--- config.mk ---
export PLATFORM = sky130hd
export DESIGN_NAME = seg7_scan_display_flat
export DESIGN_NICKNAME = d
export VERILOG_FILES = /design/src/rtl/seg7_scan_display_if.sv /design/src/rtl/seg7_scan_display.sv /design/src/flat_wrapper.sv
export SDC_FILE = /design/constraint.sdc
export NUM_CORES = 1
export LEC_CHECK = 0
export CAP_MARGIN = 20
export CELL_PAD_IN_SITES_DETAIL_PLACEMENT = 2
export CELL_PAD_IN_SITES_GLOBAL_PLACEMENT = 2
export CORE_MARGIN = 2
export CORE_UTILIZATION = 27
export DETAILED_ROUTE_END_ITERATION = 8
export PLACE_DENSITY = 0.78
export SLEW_MARGIN = 20
export SYNTH_ARGS = -nofsm -noshare
export SYNTH_HDL_FRONTEND = slang
export SYNTH_SLANG_ARGS = --single-unit
--- constraint.sdc ---
create_clock -name clk -period 5.5 [get_ports clk]
set_input_delay 0.55 -clock clk [delete_from_list [all_inputs] [get_ports clk]]
set_output_delay 0.55 -clock clk [all_outputs]
set_load 0.02 [all_outputs]
--- src/rtl/seg7_scan_display_if.sv ---
`default_nettype none
// +------------------------------------------------------------------+
// | seg7_scan_display_if: CPU output-port bus feeding the display    |
// | Rev 1.0                                                          |
// +------------------------------------------------------------------+
interface seg7_scan_display_if;
  logic [15:0] out_data;
  logic        out_valid;
  logic        halted;

  modport master (output out_data, output out_valid, output halted);
  modport slave  (input  out_data, input  out_valid, input  halted);
endinterface
`default_nettype wire

--- src/rtl/seg7_scan_display.sv ---
`default_nettype none
// +------------------------------------------------------------------+
// | seg7_scan_display: latches CPU output, scans it onto 4 hex digits |
// | Rev 1.0                                                          |
// +------------------------------------------------------------------+
module seg7_scan_display #(
  parameter int REFRESH_DIV = 50000,
  parameter int GUARD       = 16,
  parameter int BLANK_LZ    = 1,
  parameter int ACTIVE_LOW  = 1
) (
  input  logic                clk,
  input  logic                rst_n,
  seg7_scan_display_if.slave  cpu,
  output logic [6:0]          seg,
  output logic                dp,
  output logic [3:0]          an,
  output logic [15:0]         shown
);

  localparam int              CNT_W     = (REFRESH_DIV > 1) ? $clog2(REFRESH_DIV) : 1;
  localparam logic [CNT_W-1:0] CNT_MAX  = CNT_W'(REFRESH_DIV - 1);
  localparam logic [CNT_W-1:0] CNT_GUARD = CNT_W'(GUARD);
  localparam logic            POL       = (ACTIVE_LOW != 0);
  localparam logic [6:0]      SEG_OFF   = {7{POL}};
  localparam logic [3:0]      AN_OFF    = {4{POL}};

  typedef enum logic [0:0] {ST_OFF = 1'b0, ST_SCAN = 1'b1} state_t;

  state_t           state_q, state_d;
  logic [CNT_W-1:0] cnt_q, cnt_d;
  logic [1:0]       idx_q, idx_d;
  logic [15:0]      shown_q, shown_d;
  logic [6:0]       seg_q, seg_d;
  logic             dp_q, dp_d;
  logic [3:0]       an_q, an_d;

  logic [3:0]       nibble;
  logic             blank;
  logic             lit;

  function automatic logic [6:0] hex_font(input logic [3:0] n);
    case (n)
      4'h0: hex_font = 7'h3F;  4'h1: hex_font = 7'h06;
      4'h2: hex_font = 7'h5B;  4'h3: hex_font = 7'h4F;
      4'h4: hex_font = 7'h66;  4'h5: hex_font = 7'h6D;
      4'h6: hex_font = 7'h7D;  4'h7: hex_font = 7'h07;
      4'h8: hex_font = 7'h7F;  4'h9: hex_font = 7'h6F;
      4'hA: hex_font = 7'h77;  4'hB: hex_font = 7'h7C;
      4'hC: hex_font = 7'h39;  4'hD: hex_font = 7'h5E;
      4'hE: hex_font = 7'h79;  default: hex_font = 7'h71;
    endcase
  endfunction

  // Capture is independent of state; OFF only differs in holding the scan at its origin.
  always_comb begin
    state_d = state_q;
    cnt_d   = cnt_q;
    idx_d   = idx_q;
    shown_d = cpu.out_valid ? cpu.out_data : shown_q;
    case (state_q)
      ST_OFF: begin
        cnt_d = '0;
        idx_d = '0;
        if (cpu.out_valid) state_d = ST_SCAN;
      end
      ST_SCAN: begin
        if (cnt_q == CNT_MAX) begin
          cnt_d = '0;
          idx_d = idx_q + 2'd1;
        end else begin
          cnt_d = cnt_q + 1'b1;
        end
      end
      default: state_d = ST_OFF;
    endcase
  end

  always_comb begin
    nibble = shown_q[4*idx_q +: 4];
    case (idx_q)
      2'd1:    blank = (BLANK_LZ != 0) && (shown_q[15:4]  == 12'h000);
      2'd2:    blank = (BLANK_LZ != 0) && (shown_q[15:8]  == 8'h00);
      2'd3:    blank = (BLANK_LZ != 0) && (shown_q[15:12] == 4'h0);
      default: blank = 1'b0;
    endcase
    lit  = (state_q == ST_SCAN) && (cnt_q >= CNT_GUARD) && !blank;
    seg_d = (lit ? hex_font(nibble) : 7'h00) ^ SEG_OFF;
    an_d  = (lit ? (4'b0001 << idx_q) : 4'b0000) ^ AN_OFF;
    dp_d  = (lit && (idx_q == 2'd0) && cpu.halted) ^ POL;
  end

  always_ff @(posedge clk or negedge rst_n) begin
    if (!rst_n) begin
      state_q <= ST_OFF;
      cnt_q   <= '0;
      idx_q   <= '0;
      shown_q <= '0;
      seg_q   <= SEG_OFF;
      dp_q    <= POL;
      an_q    <= AN_OFF;
    end else begin
      state_q <= state_d;
      cnt_q   <= cnt_d;
      idx_q   <= idx_d;
      shown_q <= shown_d;
      seg_q   <= seg_d;
      dp_q    <= dp_d;
      an_q    <= an_d;
    end
  end

  assign seg   = seg_q;
  assign dp    = dp_q;
  assign an    = an_q;
  assign shown = shown_q;

endmodule
`default_nettype wire

--- src/flat_wrapper.sv ---
// flat-port wrapper written by rule: the top's interface ports become plain ports
module seg7_scan_display_flat 
#(
  parameter int REFRESH_DIV = 50000,
  parameter int GUARD       = 16,
  parameter int BLANK_LZ    = 1,
  parameter int ACTIVE_LOW  = 1
)
  (clk, rst_n, seg, dp, an, shown, cpu_out_data, cpu_out_valid, cpu_halted);
  seg7_scan_display_if cpu_i ();
  input  logic clk;
  input  logic rst_n;
  output logic [6:0] seg;
  output logic dp;
  output logic [3:0] an;
  output logic [15:0] shown;
  input wire logic [$bits(cpu_i.out_data)-1:0] cpu_out_data;
  input wire logic [$bits(cpu_i.out_valid)-1:0] cpu_out_valid;
  input wire logic [$bits(cpu_i.halted)-1:0] cpu_halted;
  assign cpu_i.out_data = cpu_out_data;
  assign cpu_i.out_valid = cpu_out_valid;
  assign cpu_i.halted = cpu_halted;
  seg7_scan_display #(.REFRESH_DIV(REFRESH_DIV), .GUARD(GUARD), .BLANK_LZ(BLANK_LZ), .ACTIVE_LOW(ACTIVE_LOW)) u_core (.clk(clk), .rst_n(rst_n), .cpu(cpu_i), .seg(seg), .dp(dp), .an(an), .shown(shown));
endmodule
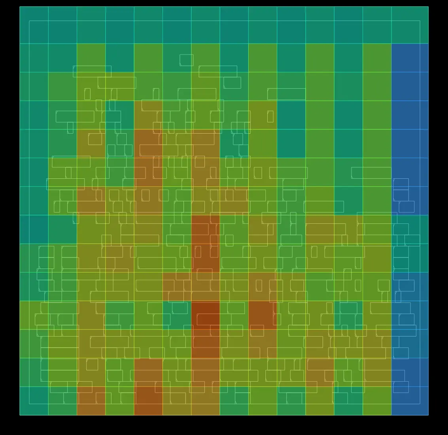
**Above:** routing congestion.
Overall Global Routing Usage: 13.57%
GRT Max-Usage Layer: met2
WL/cell: 16.56 um
GR Util met2: 21.87%
final core occ: 35.19%

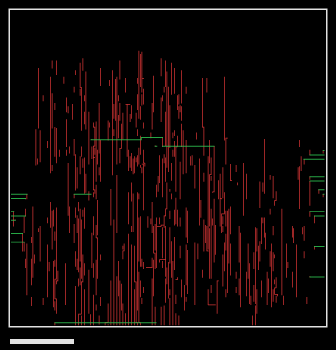
**Above:** signal wires by layer.
Bar = 20 um. Two of the layers only.
met2 -> red  # wire length 3020 um
met3 -> green  # wire length 135 um
drt total wl: 6.110 mm
total number of vias: 1803

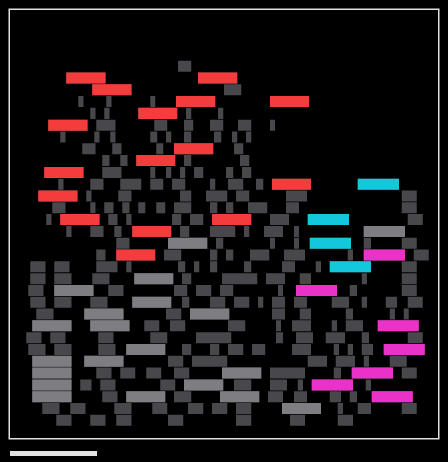
**Above:** sequential cells grouped by signal name.
Bar = 20 um. Other sequential cells in the stronger grey, the rest of the logic in the fainter grey.
u_core.seg -> magenta  # sequential cells 7, where south-east
u_core.an -> cyan  # sequential cells 4, where east
u_core.cnt_q -> red  # sequential cells 16
not coloured = 20
register area: 0.001191 mm^2
sequential cell area share: 38.81%

==> flow_metrics.py <==
# Synthesis and PnR figures
metrics = {
    "layout": {
        "instances_no_fill": 369,
        "dominant_cells": "flip-flops and latches",
        "clk_share_pct": 2.976,
        "n_fill_cell": 940,
        "combGateArea_mm2": 0.001139,
        "fin_nets": 292,
        "drive_gt1_share_pct": 19.54,
        "comb_cells": 147,
        "layout_top_cells": "clkdlybuf4s50_1, dfrtp_1, nor2_1, mux2_2, nand2_1",
        "sh_comb_area_pct": 37.10,
        "clock_buffers": 5,
        "layout_top_cell_excl_fill_tap": "clkdlybuf4s50_1",
        "buf_share_pct": 15.25,
        "diodes": 0,
        "seq_cells": 47,
        "buffers": 47,
        "inv_count": 12,
        "final_cell_area_mm2": 0.003069,
        "areaGrowthSynthToFinish_pct": 26.97,
    },
    "final_timing": {
        "setup_ws_ns": 3.020,
        "fin_crit_ns": 2.480,
        "setup_violations": 0,
        "hold_viol": 0,
        "tns_ns": 0,
        "hold_ws_ns": 0.2490,
        "min_period_over_period_pct": 45.09,
        "worst_pin_slew_ns": 0.8817,
        "fmax_mhz": 403.3,
        "rsz0062_at_grt": "no",
        "maxSlewHeadroom_pct": 41.22,
        "slew_violations": 0,
        "finClkSkew_ns": 0.008855,
    },
    "global_route": {
        "grt_overflow": 0,
        "grt_pass1_vias": 1990,
        "grt_max_degree": 48,
        "grt_pass1_wl_mm": 10.47,
        "antenna_found_initial": 0,
        "use_met3_pct": 2.340,
        "grtUsageMet1_pct": 18.77,
    },
    "synth": {
        "synth_area_mm2": 0.002417,
        "synthMostInstantiatedCell": "dfrtp_1",
        "top_area_share_pct": 36.23,
        "yosys_warnings": 0,
        "synth-edff-count": 0,
        "synth_seq_share_pct": 49.28,
        "synthTopCellsByCount": "dfrtp_1, mux2_2, nor2_1",
        "ys.flop_type": "dfrtp_1",
        "syn_avg_cell_area_um2": 11.24,
        "syn_inst": 215,
        "ys.flops": 47,
        "syn-num-nets": 247,
        "yosys-top-cells-area": "dfrtp_1, dfstp_2, mux2_2",
        "yosysCellCount": 215,
        "ys_types": 34,
        "async_flop_share_pct": 100.0,
        "yosysChipArea_mm2": 0.002417,
        "yosys.area.top_type": "dfrtp_1",
    },
    "placement": {
        "dp_hpwl_mm": 4.492,
        "dp_cells": 361,
        "gp_congestion": 0.7283,
        "postPlaceCellArea_mm2": 0.002975,
        "portBuffers": 47,
        "dp_slack_ns": 2.940,
    },
    "worst_setup_path": {
        "cp.buffers_inverters": 1,
        "path_max_fanout": 12,
        "critPathSlowestCell": "a21oi_1",
        "critPathTopFamily": "AND-OR/OR-AND gates",
        "critPathLaunch": "u_core.idx_q[0]$_DFFE_PN0P_",
        "slowest_delay_ns": 0.71,
        "critPathLaunchType": "flop",
        "worstReg2RegStart": "u_core.idx_q[0]$_DFFE_PN0P_",
        "cp.arrival_ns": 2.66,
        "critPathRequiredTime_ns": 5.68,
        "crit_chain": "inv_1, ha_1, a211o_1, a21oi_1, o311ai_0",
        "worst_setup_path_end_kind": "flop",
        "timing_worst_setup_path_type": "reg2reg",
    },
    "cts": {
        "numCtsBuffers": 5,
        "clkLatencyLatePin_ns": 0.30,
        "cts_setup_buffers": 0,
        "cts_buffer_depth": 2,
        "postCtsHoldBufs": 0,
        "htree_num_levels": 2,
        "cts_root_buf": "clkbuf_8",
        "clk_pin_slew_ns": 0.10,
        "cts_tree": "yes",
        "cts_sinks": 47,
        "post_cts_resized": 0,
    },
    "drt": {
        "route.met2.wl_mm": 3.016,
        "routed_via_density": 4.886,
        "met3_length_um": 135,
        "ant_nets": 0,
        "wl_met1_mm": 2.886,
        "drcViolationCount": 0,
        "drtIter0Drc": 34,
        "firstDrtPassIters": 4,
        "highest_layer": "met4",
    },
    "pwr": {
        "vdd_ir_drop_max_v": 0.0001342,
        "pg_clk_mw": 0.220,
        "comb_power_share_pct": 31.5,
        "power-top-group": "sequential cells",
        "p_seq_share_pct": 47.4,
        "power.leakage_nw": 1.241,
        "p_clk_share_pct": 21.2,
        "p_comb_mw": 0.327,
        "powerDensity_mw_per_mm2": 338.4,
        "p_int_mw": 0.6839,
        "switchingPower_mw": 0.3546,
        "sw_frac_of_total_pct": 34.15,
        "pg_seq_mw": 0.492,
        "post-layout-total-power_mw": 1.039,
    },
    "floorplan": {
        "core-area_mm2": 0.008721,
        "fp_util_pct": 27.72,
        "fp.dieH_um": 98.62,
        "die-area_mm2": 0.009726,
        "num_rows": 34,
        "nWellTaps": 108,
        "die_x_um": 98.62,
        "ioPinCount": 48,
    },
    "run": {
        "drv_cap": 0,
        "warnings": 36,
    },
    "outcome": {
        "status": "complete, no violations",
    },
    "min_path": {
        "hold_path.class": "in2async",
    },
}
final timing paths:
path                       cells after the start  slack [ns]                           to
min reg2reg                                    1        0.52    u_core.cnt_q[0]$_DFF_PN0_
max in group asynchronous                      1        4.84   u_core.cnt_q[13]$_DFF_PN0_
max reg2reg                                    5        3.02      u_core.seg[6]$_DFF_PN1_
max                                            5        3.02      u_core.seg[6]$_DFF_PN1_
min                                            1        0.25  u_core.shown[9]$_DFFE_PN0P_
min in group clk                               1        0.52    u_core.cnt_q[0]$_DFF_PN0_
logic make-up (layout without fill, tap and decap cells):
logic type,count (synthesis),count (layout),synth area share [%]
and+or+nand+nor,71,71,14.75
muxes,26,26,13.87
buffers and inverters,21,67,3.623
DFF,47,47,49.28
adders and majority gates,12,12,6.211
xor gates and xnor gates,15,15,5.435
AOI/OAI and AO/OA,23,23,6.833
Power and IR drop assume default switching activity.
